File: config.mk
export PLATFORM = sky130hd
export DESIGN_NAME = branch_predictor
export DESIGN_NICKNAME = d
export VERILOG_FILES = /design/src/rtl/branch_predictor_pkg.sv /design/src/rtl/branch_predictor_sat_counter.sv /design/src/rtl/branch_predictor.sv
export SDC_FILE = /design/constraint.sdc
export NUM_CORES = 2
export LEC_CHECK = 0
export CAP_MARGIN = 10
export CORE_MARGIN = 3
export CORE_UTILIZATION = 50
export CTS_BUF_LIST = sky130_fd_sc_hd__clkbuf_8
export CTS_CLUSTER_SIZE = 25
export DETAILED_ROUTE_END_ITERATION = 8
export GPL_TIMING_DRIVEN = 0
export PLACE_DENSITY = 0.76
export SYNTH_ARGS = -nofsm -noshare
export SYNTH_HDL_FRONTEND = slang
export SYNTH_SLANG_ARGS = --single-unit
File: constraint.sdc
create_clock -name clk_i -period 65.2 [get_ports clk_i]
set_clock_uncertainty 0.1 [all_clocks]
set_input_delay 6.52 -clock clk_i [delete_from_list [all_inputs] [get_ports clk_i]]
set_output_delay 6.52 -clock clk_i [all_outputs]
set_load 0.005 [all_outputs]
File: src/rtl/branch_predictor_pkg.sv
// Shared types and constants for the fetch-side branch predictor.
// The 2-bit counter encoding lives here so the table, the counter
// next-state logic and any future users agree on what each value means.
package branch_predictor_pkg;

  // Default number of direct-mapped table entries.
  localparam int BP_ENTRIES = 16;

  // 2-bit saturating counter states; bit 1 is the taken prediction.
  typedef enum logic [1:0] {
    BP_CTR_SNT = 2'b00,
    BP_CTR_WNT = 2'b01,
    BP_CTR_WT  = 2'b10,
    BP_CTR_ST  = 2'b11
  } bpCtr_e;

endpackage

File: src/rtl/branch_predictor_sat_counter.sv
// Next-state function for one 2-bit saturating prediction counter.
// Unconditional jumps force the counter straight to strongly-taken.
// Conditional branches otherwise move one step toward the actual outcome.
module bp_sat_counter
  import branch_predictor_pkg::*;
(
  input  bpCtr_e ctr_i,
  input  logic   taken_i,
  input  logic   forceSt_i,
  output bpCtr_e ctrNext_o
);

  // Saturating step: clamp at strongly-taken and strongly-not-taken.
  always_comb begin
    ctrNext_o = ctr_i;
    if (forceSt_i) begin
      ctrNext_o = BP_CTR_ST;
    end else if (taken_i) begin
      if (ctr_i != BP_CTR_ST) begin
        ctrNext_o = bpCtr_e'(ctr_i + 2'd1);
      end
    end else begin
      if (ctr_i != BP_CTR_SNT) begin
        ctrNext_o = bpCtr_e'(ctr_i - 2'd1);
      end
    end
  end

endmodule

File: src/rtl/branch_predictor.sv
// Fetch-side branch predictor: a direct-mapped table of 2-bit counters plus
// a branch target buffer, read combinationally in IF and trained from the
// resolved outcome in EX. A wrong prediction produces a one-cycle registered
// redirect that the pipeline uses to flush IF/ID.
module branch_predictor
  import branch_predictor_pkg::*;
#(
  parameter int ENTRIES = BP_ENTRIES,
  parameter int INDEX_W = $clog2(ENTRIES)
) (
  input  logic        clk_i,
  input  logic        rst_i,
  input  logic [31:0] fetchPc_i,
  output logic        predTaken_o,
  output logic [31:0] predPc_o,
  input  logic        updValid_i,
  input  logic        updIsJump_i,
  input  logic [31:0] updPc_i,
  input  logic        updTaken_i,
  input  logic [31:0] updTarget_i,
  input  logic        updPredTaken_i,
  input  logic [31:0] updPredPc_i,
  output logic        mispredict_o,
  output logic [31:0] redirectPc_o,
  output logic [31:0] branchCount_o,
  output logic [31:0] missCount_o
);

  localparam int TAG_W = 32 - INDEX_W - 2;

  // Prediction table, kept as plain flop arrays so lookups are combinational.
  bpCtr_e             ctr_q    [ENTRIES];
  logic               valid_q  [ENTRIES];
  logic [TAG_W-1:0]   tag_q    [ENTRIES];
  logic [31:0]        target_q [ENTRIES];

  logic               mispredict_q;
  logic [31:0]        redirectPc_q;
  logic [31:0]        branchCount_q;
  logic [31:0]        missCount_q;

  logic [INDEX_W-1:0] fetchIdx;
  logic [TAG_W-1:0]   fetchTag;
  logic               fetchHit;
  logic [INDEX_W-1:0] updIdx;
  logic [TAG_W-1:0]   updTag;
  logic               miss;
  logic [31:0]        correctPc;
  bpCtr_e             ctrNext;

  assign fetchIdx = fetchPc_i[INDEX_W+1:2];
  assign fetchTag = fetchPc_i[31:INDEX_W+2];
  assign updIdx   = updPc_i[INDEX_W+1:2];
  assign updTag   = updPc_i[31:INDEX_W+2];

  // Lookup reads the current table contents; an update in the same cycle
  // only becomes visible after the edge.
  always_comb begin
    fetchHit    = valid_q[fetchIdx] && (tag_q[fetchIdx] == fetchTag);
    predTaken_o = fetchHit && ctr_q[fetchIdx][1];
    predPc_o    = predTaken_o ? target_q[fetchIdx] : fetchPc_i + 32'd4;
  end

  // A miss is a wrong direction, or a taken branch that went somewhere other
  // than the PC fetched after it.
  always_comb begin
    miss      = updValid_i &&
                ((updTaken_i != updPredTaken_i) ||
                 (updTaken_i && (updTarget_i != updPredPc_i)));
    correctPc = updTaken_i ? updTarget_i : updPc_i + 32'd4;
  end

  bp_sat_counter uSatCounter (
    .ctr_i     (ctr_q[updIdx]),
    .taken_i   (updTaken_i),
    .forceSt_i (updIsJump_i),
    .ctrNext_o (ctrNext)
  );

  // Table training: counters always train; the BTB is only written on taken.
  always_ff @(posedge clk_i or posedge rst_i) begin
    if (rst_i) begin
      for (int i = 0; i < ENTRIES; i++) begin
        ctr_q[i]    <= BP_CTR_WNT;
        valid_q[i]  <= 1'b0;
        tag_q[i]    <= '0;
        target_q[i] <= '0;
      end
    end else if (updValid_i) begin
      ctr_q[updIdx] <= ctrNext;
      if (updTaken_i) begin
        valid_q[updIdx]  <= 1'b1;
        tag_q[updIdx]    <= updTag;
        target_q[updIdx] <= updTarget_i;
      end
    end
  end

  // Redirect pulse and saturating statistics counters.
  always_ff @(posedge clk_i or posedge rst_i) begin
    if (rst_i) begin
      mispredict_q  <= 1'b0;
      redirectPc_q  <= '0;
      branchCount_q <= '0;
      missCount_q   <= '0;
    end else begin
      mispredict_q <= miss;
      if (miss) begin
        redirectPc_q <= correctPc;
        if (missCount_q != '1) begin
          missCount_q <= missCount_q + 32'd1;
        end
      end
      if (updValid_i && (branchCount_q != '1)) begin
        branchCount_q <= branchCount_q + 32'd1;
      end
    end
  end

  assign mispredict_o  = mispredict_q;
  assign redirectPc_o  = redirectPc_q;
  assign branchCount_o = branchCount_q;
  assign missCount_o   = missCount_q;

endmodule

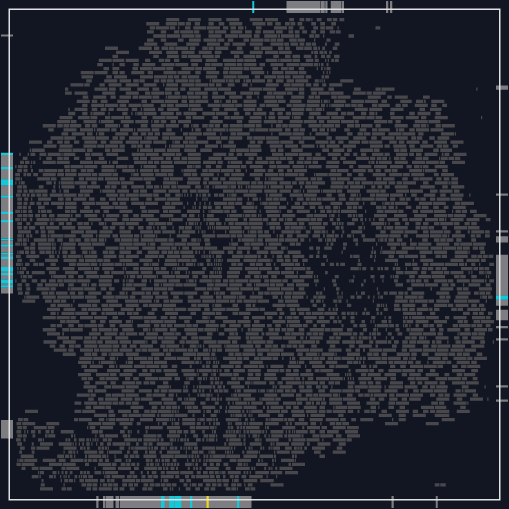
(I/O pins on the die edge)
Scale: 1.5 px per micron. Pins as bars across the die edge, other pins in gray.
Key: updValid_i = yellow [pins 1, direction input, edge bottom]; updTarget_i = cyan [pins 32, direction input, edge 18 left, 11 bottom, 2 right, 1 top]
All pins by edge: 106 bottom, 79 left, 41 right, 38 top.
Die H: 326 microns
Die X: 326 microns

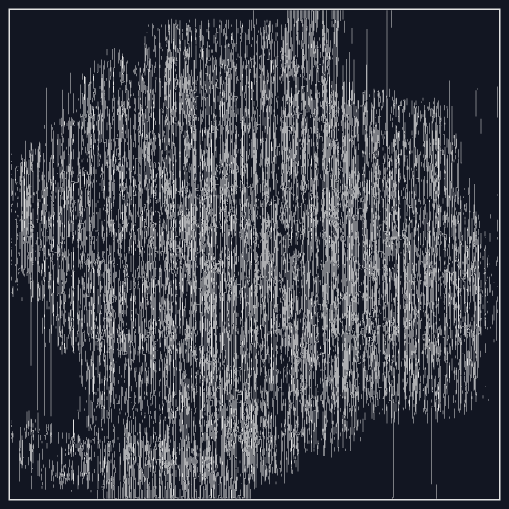
(signal wires on met2)
Scale: 1.5 px per micron.
3837 nets have wire on it. The layer carries 73.4 mm of wire. The longest straight run is 119 microns. The wires run mostly vertical.
WL final: 161000 microns
met2 global-route usage: 45.9%
via count: 33700

==> summary.txt <==
status -> finished with violations
failing checks -> capacitance limit
max-cap violations -> 1
TritonCTS clock tree -> yes
max reg flops -> 512
stage-log warning count -> 55
Rel. slew slack -> 1.81%
# H-tree levels -> 4
via count of the first global-routing pass -> 34200
Reg2Reg Capture Point -> missCount_o[26]
largest net degree at the start of global routing -> 131
TNS Setup -> 0 ns
Core Footprint -> 101000 sq um
MI comb area -> 22800 sq um
Hold Crit Class -> register to register
Compound Share, Synth -> 1.87%
top cells by area -> dfrtp_1 52%, mux2_2 21%, mux4_2 11%
Top class by area -> registers
synthesized-area fraction occupied by adder cells -> 0.210%
worst hold start -> valid_q[8]
internal power -> 1.29 mW
yosys stat chip area -> 51200 sq um
WL per Instance -> 29.6 microns
clock transition at the registers of the reported paths -> 0.06 ns
cycle use final -> 29.9%
Fin. Hold Viols -> 0
Final Power -> 1.80 mW
first-pass GRT wire length -> 234000 microns
Gate Count Post-Synth -> 3549
Post-route DRC -> 0
clk_buf instances -> 213
DRT Pass-1 Iters -> 6
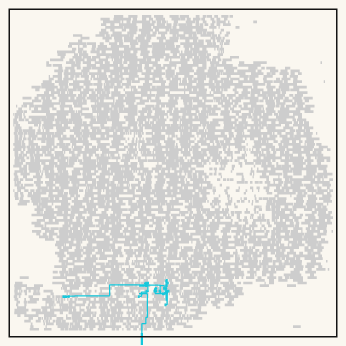
(nets reached from selected ports)
Scale: 1 px per micron.
Key: updValid_i = cyan [bits 1, direction input, edge bottom, end cells 24, buffers 3, wire 286 microns]
port bufs: 205
IO Pins: 264

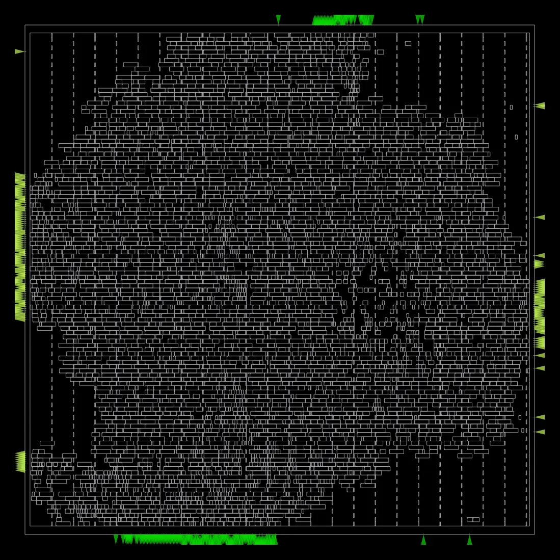
(placed standard cells)
Seq cells: 1073
num rows: 116
register share of the cell area: 45.7%

[Yosys cell counts, types with 44 or more instances]
cell type	count
dfrtp_1	1057
mux2_2	960
mux4_2	260
clkbuf_1	237
nand2_1	133
xnor2_1	102
mux2i_1	84
nand3_1	70
o21ai_0	69
xor2_1	68
nor2_1	66
buf_1	55
nand4_1	44
[critical path, delay by kind of cell]
kind            cells  cell delay, ns
xor+xnor            1            0.27
compound gates      2            1.35
buf+inv             7            4.14
simple gates        2            0.57
[layer usage]
| metal | track usage [%] | wire length [microns] |
|---|---|---|
| met5 | 0 | 69 |
| met4 | 13.7 | 7780 |
| met3 | 8.26 | 15000 |
| met2 | 45.9 | 73400 |
| met1 | 40.6 | 64600 |
Power is estimated from default activity; no workload was simulated.
